Run 1, gate-type map:
Drawn at 8 px/um.
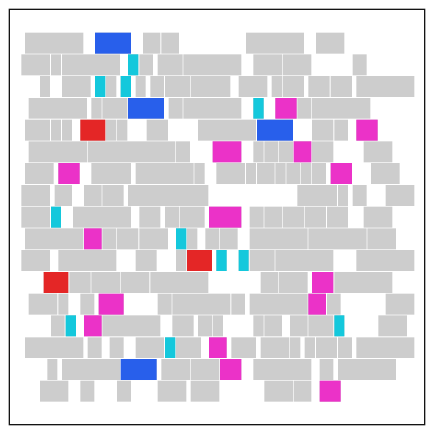
Run 1, wiring heat map:
Drawn at 6 px/um. 10 x 10 tiles, from dark purple (low) to yellow (high), scaled to the fullest tile. Values are wire area over tile area, all layers added.
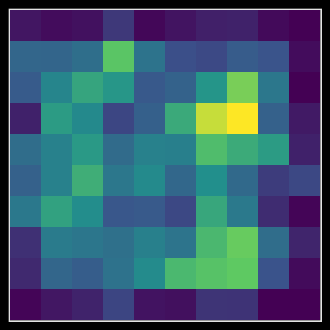
Run 1, routed metal, one colour a layer:
Drawn at 8 px/um. Only two layers are drawn.
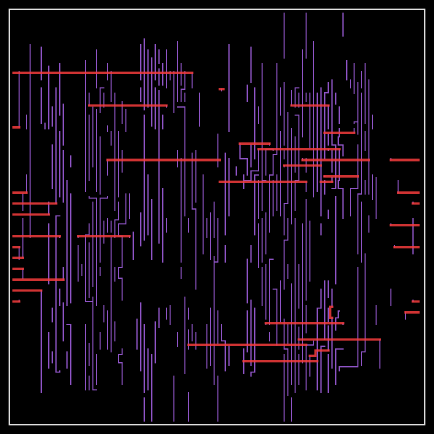
**src/rtl/sr_cmd_gen.sv**
```systemverilog
// sr_cmd_gen: request-driven S/R pulse generator with shadow state, q check and pulse counters
module sr_cmd_gen #(
   parameter int PULSE_W = 1,
   parameter int GAP = 0
) (
   input  logic       clk,
   input  logic       rstn,
   input  logic       in_valid,
   output logic       in_ready,
   input  logic       in_d,
   input  logic       in_refresh,
   input  logic       clr_err,
   input  logic       fb_q,
   output logic       s,
   output logic       r,
   output logic       busy,
   output logic       shadow_q,
   output logic       mismatch,
   output logic [7:0] cnt_set,
   output logic [7:0] cnt_rst
);
   typedef enum logic [1:0] {ST_IDLE, ST_PULSE, ST_CHECK, ST_GAP} state_t;
   localparam logic [3:0] PW4 = 4'(PULSE_W);
   localparam logic [3:0] GAP4 = 4'(GAP);
   state_t state, state_n;
   logic [3:0] cnt, cnt_n;
   logic d_lat, d_n, go;
   assign in_ready = (state == ST_IDLE) && rstn;
   assign go = in_valid && in_ready && (in_d != shadow_q || in_refresh);
   assign d_n = go ? in_d : d_lat;
   always_comb begin
      state_n = state;
      cnt_n = cnt;
      case (state)
         ST_IDLE: begin
            state_n = go ? ST_PULSE : ST_IDLE;
            cnt_n = go ? PW4 : cnt;
         end
         ST_PULSE: begin
            state_n = (cnt == 4'd1) ? ST_CHECK : ST_PULSE;
            cnt_n = cnt - 4'd1;
         end
         ST_CHECK: begin
            state_n = (GAP4 == 4'd0) ? ST_IDLE : ST_GAP;
            cnt_n = GAP4;
         end
         ST_GAP: begin
            state_n = (cnt == 4'd1) ? ST_IDLE : ST_GAP;
            cnt_n = cnt - 4'd1;
         end
         default: state_n = ST_IDLE;
      endcase
   end
   always_ff @(posedge clk) begin
      if (!rstn) begin
         state <= ST_IDLE;
         cnt <= 4'd0;
      end else begin
         state <= state_n;
         cnt <= cnt_n;
      end
   end
   // outputs are registered from the next state so s/r align with PULSE cycles
   always_ff @(posedge clk) begin
      if (!rstn) begin
         d_lat <= 1'b0;
         shadow_q <= 1'b0;
         s <= 1'b0;
         r <= 1'b0;
         busy <= 1'b0;
         mismatch <= 1'b0;
         cnt_set <= 8'd0;
         cnt_rst <= 8'd0;
      end else begin
         d_lat <= d_n;
         if (go) shadow_q <= in_d;
         s <= (state_n == ST_PULSE) && d_n;
         r <= (state_n == ST_PULSE) && !d_n;
         busy <= state_n != ST_IDLE;
         if (go && in_d && cnt_set != 8'hff) cnt_set <= cnt_set + 8'd1;
         if (go && !in_d && cnt_rst != 8'hff) cnt_rst <= cnt_rst + 8'd1;
         if (state == ST_CHECK && fb_q != shadow_q) mismatch <= 1'b1;
         else if (clr_err) mismatch <= 1'b0;
      end
   end
endmodule

```
**config.mk**
```make
export PLATFORM = sky130hd
export DESIGN_NAME = sr_cmd_gen
export DESIGN_NICKNAME = d
export VERILOG_FILES = /design/src/rtl/sr_cmd_gen.sv
export SDC_FILE = /design/constraint.sdc
export NUM_CORES = 1
export LEC_CHECK = 0
export CAP_MARGIN = 20
export CORE_UTILIZATION = 56
export CTS_BUF_LIST = sky130_fd_sc_hd__clkbuf_8
export DETAILED_ROUTE_END_ITERATION = 6
export GPL_ROUTABILITY_DRIVEN = 1
export MAX_ROUTING_LAYER = met4
export PLACE_DENSITY = 0.85
export SYNTH_ARGS = -nofsm -noshare
export SYNTH_HDL_FRONTEND = slang
export SYNTH_SLANG_ARGS = --single-unit
```
**constraint.sdc**
```tcl
create_clock -name clk -period 5.95 [get_ports clk]
set_clock_uncertainty 0.2 [all_clocks]
set_input_delay 1.19 -clock clk [delete_from_list [all_inputs] [get_ports clk]]
set_output_delay 1.19 -clock clk [all_outputs]
set_load 0.01 [all_outputs]
```
==> results.yml, run 1 <==
# implementation run metrics
cells_and_area:
  final_nets: 197
  syn_to_final_growth_pct: 25.2
setup_path:
  reg2reg_depth: 4
  crit_fanout: 14
  cpLargestDelayFamily: "buffers and inverters"
  cp_slowest_cell: "clkdlybuf4s50_1"
  crit_top_cell: "clkdlybuf4s50_1"
  cp_num_cells: 4
  cp.buffers_inverters: 3
timing:
  period_used_pct: 72.2
  finalHoldViolCount: 0
clocking:
  cts_root_buf: "clkbuf_8"
  insertion_delay_ps: 280
  tritoncts: "done"
logic_synthesis:
  synthTopCellsByCount: "dfxtp_1, a21oi_1, nor2_1, inv_1, nand2_1"
  top_cells_by_area: "dfxtp_1, a21oi_1, o31ai_1"
  synth_flops: 28
  syn_area_per_cell_um2: 8.71
  enable_flop_cells: 0
  synthArstFlopShare_pct: 0
  synth_area_um2: 1390
  yosysUniqueCellTypes: 43
  synth_top_flop_cell: "dfxtp_1"
  yosysTopAreaCell: "dfxtp_1"
die:
  die-area_um2: 2680
  die_y_um: 51.7
  die_w_um: 51.7
  rows: 17
  core_util_floorplan_pct: 60.9
min_path:
  hp-class: "flip-flop to flip-flop"
  whs_path_depth: 2
flow_run:
  openroad.warnings: 27
power:
  ir_worst_vdd_mv: 0.352
  p_total_mw: 0.417
  p_per_area_nw_per_um2: 240
routing:
  dr.pass1.iters: 4
place:
  portBuffers: 28
  dp_cells: 209
  dpl_cell_area_um2: 1660
status:
  status: "completed"
Notes on 'gate-type map' above:
XOR/XNOR gates: drawn in red, cells 3, most used xnor2_1. AND and OR gates: drawn in magenta, cells 15, most used or4_1. inverters: drawn in cyan, cells 11, most used inv_1. adder and majority cells: drawn in blue, cells 4, most used ha_1.
multi-input combinational area share: 43.0%
fin cells: 213

Notes on 'wiring heat map' above:
7.0% of the tiles are nearly empty. The mean over all tiles is 0.19. The fullest tile reaches 0.57. 21% of the tiles are over half the peak.
GRT Util Overall: 27.2%
wire length per cell: 14.9 um
final wirelength: 3.18 mm

Notes on 'routed metal, one colour a layer' above:
metal 3: drawn in red, wire length 199 um. metal 2: drawn in purple, wire length 1580 um.
vias: 1319

## run 1: final cells by class
type / instances / area share, %
repair buffers: 28 / 16.2
well taps: 28 / 2.02
inverters: 11 / 2.38
clock inverters: 1 / 1.73
flip-flops and latches: 28 / 32.3
clock buffers: 3 / 2.38
multi-input cells: 114 / 43.0
## run 1: power breakdown
part / total, mW / internal, mW / switching, mW
clock: 0.152 / 0.0902 / 0.0616
sequential: 0.207 / 0.196 / 0.0110
combinational: 0.0576 / 0.0288 / 0.0288
total: 0.417 / 0.315 / 0.101
## run 1: flip-flops by register name (all words and copies together) (netlist names)
signal,flops
busy,1
cnt,4
cnt_rst,8
cnt_set,8
d_lat,1
mismatch,1
r,1
s,1
shadow_q,1
state,2
## run 1: placed cells by master (no fill, tap or decap), types with 2 or more instances in the layout
cell / netlist / final
a21oi_1: 15 / 15
a311oi_1: 3 / 3
and3_1: 2 / 2
clkbuf_8: 0 / 3
clkdlybuf4s50_1: 0 / 28
dfxtp_1: 28 / 28
ha_1: 4 / 4
inv_1: 11 / 11
mux2i_1: 2 / 2
nand2_1: 10 / 10
nand2b_1: 3 / 3
nand3_1: 6 / 6
nand4_1: 4 / 4
nor2_1: 14 / 14
nor3_1: 2 / 2
nor3b_1: 2 / 2
o211ai_1: 2 / 2
o21ai_0: 4 / 4
o22ai_1: 2 / 2
o31ai_1: 9 / 9
o41ai_1: 2 / 2
or4_1: 6 / 6
xnor2_1: 2 / 2
## run 1: worst register-to-register path, cell delays in order, from the launching register on
cell       delay [ps]
dfxtp_1           450
nand4bb_4         280
or3_4             470
or4b_2            660
o211a_1           140
## run 1: through the flow
step                      setup WS [ps]  util (%)
after global routing               1570      76.2
after global placement             1790      73.1
after detailed placement           1720      73.1
final                              1650      76.2
after CTS                          1670      76.2
after floorplan                    3180         -
## run 1: path summary, 6_finish.rpt
path | slack [ps] | to | from
setup / recovery | 1650 | in_ready | rstn
hold / removal | 290 | d_lat | d_lat
setup reg to reg | 3660 | cnt_rst[6] | state[0]
hold reg to reg | 290 | d_lat | d_lat
## run 1: cells by family after synthesis
family,synth area share [%]
mux,1.45
xor+xnor,1.90
simple gates,25.3
fa+ha+maj,3.61
buf+inv,5.69
flops,40.5
compound gates,21.6
## run 1: layer usage
layer | vias up | routed length, um | track usage (%)
li1 | 638 | - | -
met1 | 621 | 1380 | 31.9
met2 | 57 | 1580 | 46.8
met3 | 3 | 198 | 6.43
met4 | 0 | 11 | 6.31
met5 | - | 0 | -
==> run 1 -> run 2 <==
--- a/config.mk
+++ b/config.mk
@@ -6,12 +6,13 @@
 export NUM_CORES = 1
 export LEC_CHECK = 0
 export CAP_MARGIN = 20
-export CORE_UTILIZATION = 56
+export CORE_ASPECT_RATIO = 0.5
+export CORE_UTILIZATION = 47
 export CTS_BUF_LIST = sky130_fd_sc_hd__clkbuf_8
 export DETAILED_ROUTE_END_ITERATION = 6
 export GPL_ROUTABILITY_DRIVEN = 1
 export MAX_ROUTING_LAYER = met4
-export PLACE_DENSITY = 0.85
+export PLACE_DENSITY = 0.76
 export SYNTH_ARGS = -nofsm -noshare
 export SYNTH_HDL_FRONTEND = slang
 export SYNTH_SLANG_ARGS = --single-unit
==> constraint.sdc (replaced) <==
create_clock -name clk -period 3.8 [get_ports clk]
set_clock_uncertainty 0.2 [all_clocks]
set_input_delay 0.76 -clock clk [delete_from_list [all_inputs] [get_ports clk]]
set_output_delay 0.76 -clock clk [all_outputs]
set_load 0.01 [all_outputs]
Run 2, cell outlines without signal wires:
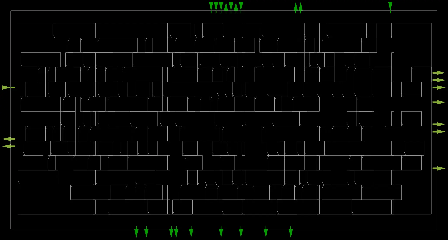
Core Region: 2700 um^2
Tap Count: 37

==> run 2 against run 1 <==
Clock power up 16%. Via count down 5.0%. Utilization down 12 points. Routed wire length down 10%. Setup slack worse by 890 ps. Area after synthesis unchanged. Total power up 41%. Largest cell class unchanged. Highest routed layer unchanged. Cell count up 4.7%. Synthesized cell count unchanged.
==> results.yml, run 2 <==
# implementation run metrics
status:
  status: "completed"
die:
  rows: 13
  core_util_floorplan_pct: 51.3
  die_y_um: 40.4
  die_w_um: 78.8
logic_synthesis:
  mux_share_pct: 1.45
  synthArstFlopShare_pct: 0
  synth_flops: 28
  yosysUniqueCellTypes: 43
  syn_area_per_cell_um2: 8.71
  synth_top_flop_cell: "dfxtp_1"
  synth_area_um2: 1390
  fa_ha_area_share_pct: 3.61
  simple_gate_share_pct: 25.3
cells_and_area:
  mostFrequentLayoutCells: "dfxtp_1, clkdlybuf4s50_1, a21oi_1, nor2_1, inv_1"
  final_nets: 198
  fin_util_pct: 64.3
  syn_to_final_growth_pct: 25.4
power:
  clkPwrFrac_pct: 29.8
  p_total_mw: 0.590
  swShare_pct: 24.5
  p_comb_share_pct: 15.2
clocking:
  cts_root_buf: "clkbuf_8"
  insertion_delay_ps: 260
setup_path:
  r2r_setup_slack_ps: 1530
  crit_end: "in_ready"
routing:
  wl_mm: 2.84
  wl_per_cell_um: 12.7
place:
  dp_cells: 219
global_routing:
  track_usage_pct: 19.8
Run 2, gate-type map:
Drawn at 6 px/um.
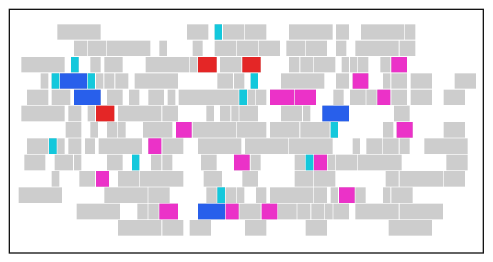
XOR/XNOR gates: drawn in red, cells 3, most used xnor2_1. adder and majority cells: drawn in blue, cells 4, most used ha_1. AND and OR gates: drawn in magenta, cells 15, most used or4_1. inverters: drawn in cyan, cells 11, most used inv_1.
fin cells: 223
multi-input combinational area share: 42.9%

==> run 2: cell type report <==
type	instances	area, um^2
fill	231	963
clock buffer	4	55.1
multi-input combinational	114	746
timing repair buffer	29	288
inverter	11	41.3
sequential	28	561
tap	37	46.3
==> run 2: logic make-up (layout without fill, tap and decap cells) <==
family / Yosys count / in the layout
xor+xnor: 3 / 3
simple gates: 60 / 60
mux: 2 / 2
flops: 28 / 28
buf+inv: 17 / 44
fa+ha+maj: 4 / 4
compound gates: 45 / 45
==> run 2: through the flow <==
step           area, um^2  setup WS (ps)
2_1_floorplan        1390           1460
3_3_place_gp         1680            780
3_5_place_dp         1680            750
4_1_cts              1740            771
5_1_grt              1740            714
6_report             1740            759
==> run 2: how the worst min path moves through the flow <==
stage / startpoint / slack, ps / end / cells past startpoint
floorplan: d_lat / 240 / d_lat / 2
global placement: d_lat / 260 / d_lat / 2
detailed placement: d_lat / 270 / d_lat / 2
CTS: d_lat / 280 / d_lat / 2
global route: d_lat / 300 / d_lat / 2
finish: d_lat / 280 / d_lat / 2
==> run 2: per-layer routing <==
metal / GRT usage (%) / vias to the layer above / share of wire [%]
met2: 32.0 / 19 / 45
li1: - / 645 / -
met1: 25.7 / 587 / 51
met3: 5.45 / 2 / 3.3
met5: - / - / 0
met4: 2.78 / 0 / 0.74
==> run 2: power groups by stage <==
| stage | combinational (mW) | clock [mW] | sequential (mW) |
|---|---|---|---|
| 2_1_floorplan | 0.0603 | 0 | 0.326 |
| 3_3_place_gp | 0.0871 | 0 | 0.330 |
| 3_5_place_dp | 0.0886 | 0 | 0.330 |
| 4_1_cts | 0.0896 | 0.184 | 0.324 |
| 5_1_grt | 0.0998 | 0.195 | 0.327 |
| 6_report | 0.0896 | 0.176 | 0.324 |
==> run 2: critical path, stage by stage <==
cell and delay (ps):
clkdlybuf4s50_1 580, nand2_1 140, inv_1 70, clkdlybuf4s50_1 530
Power and IR drop assume default switching activity.
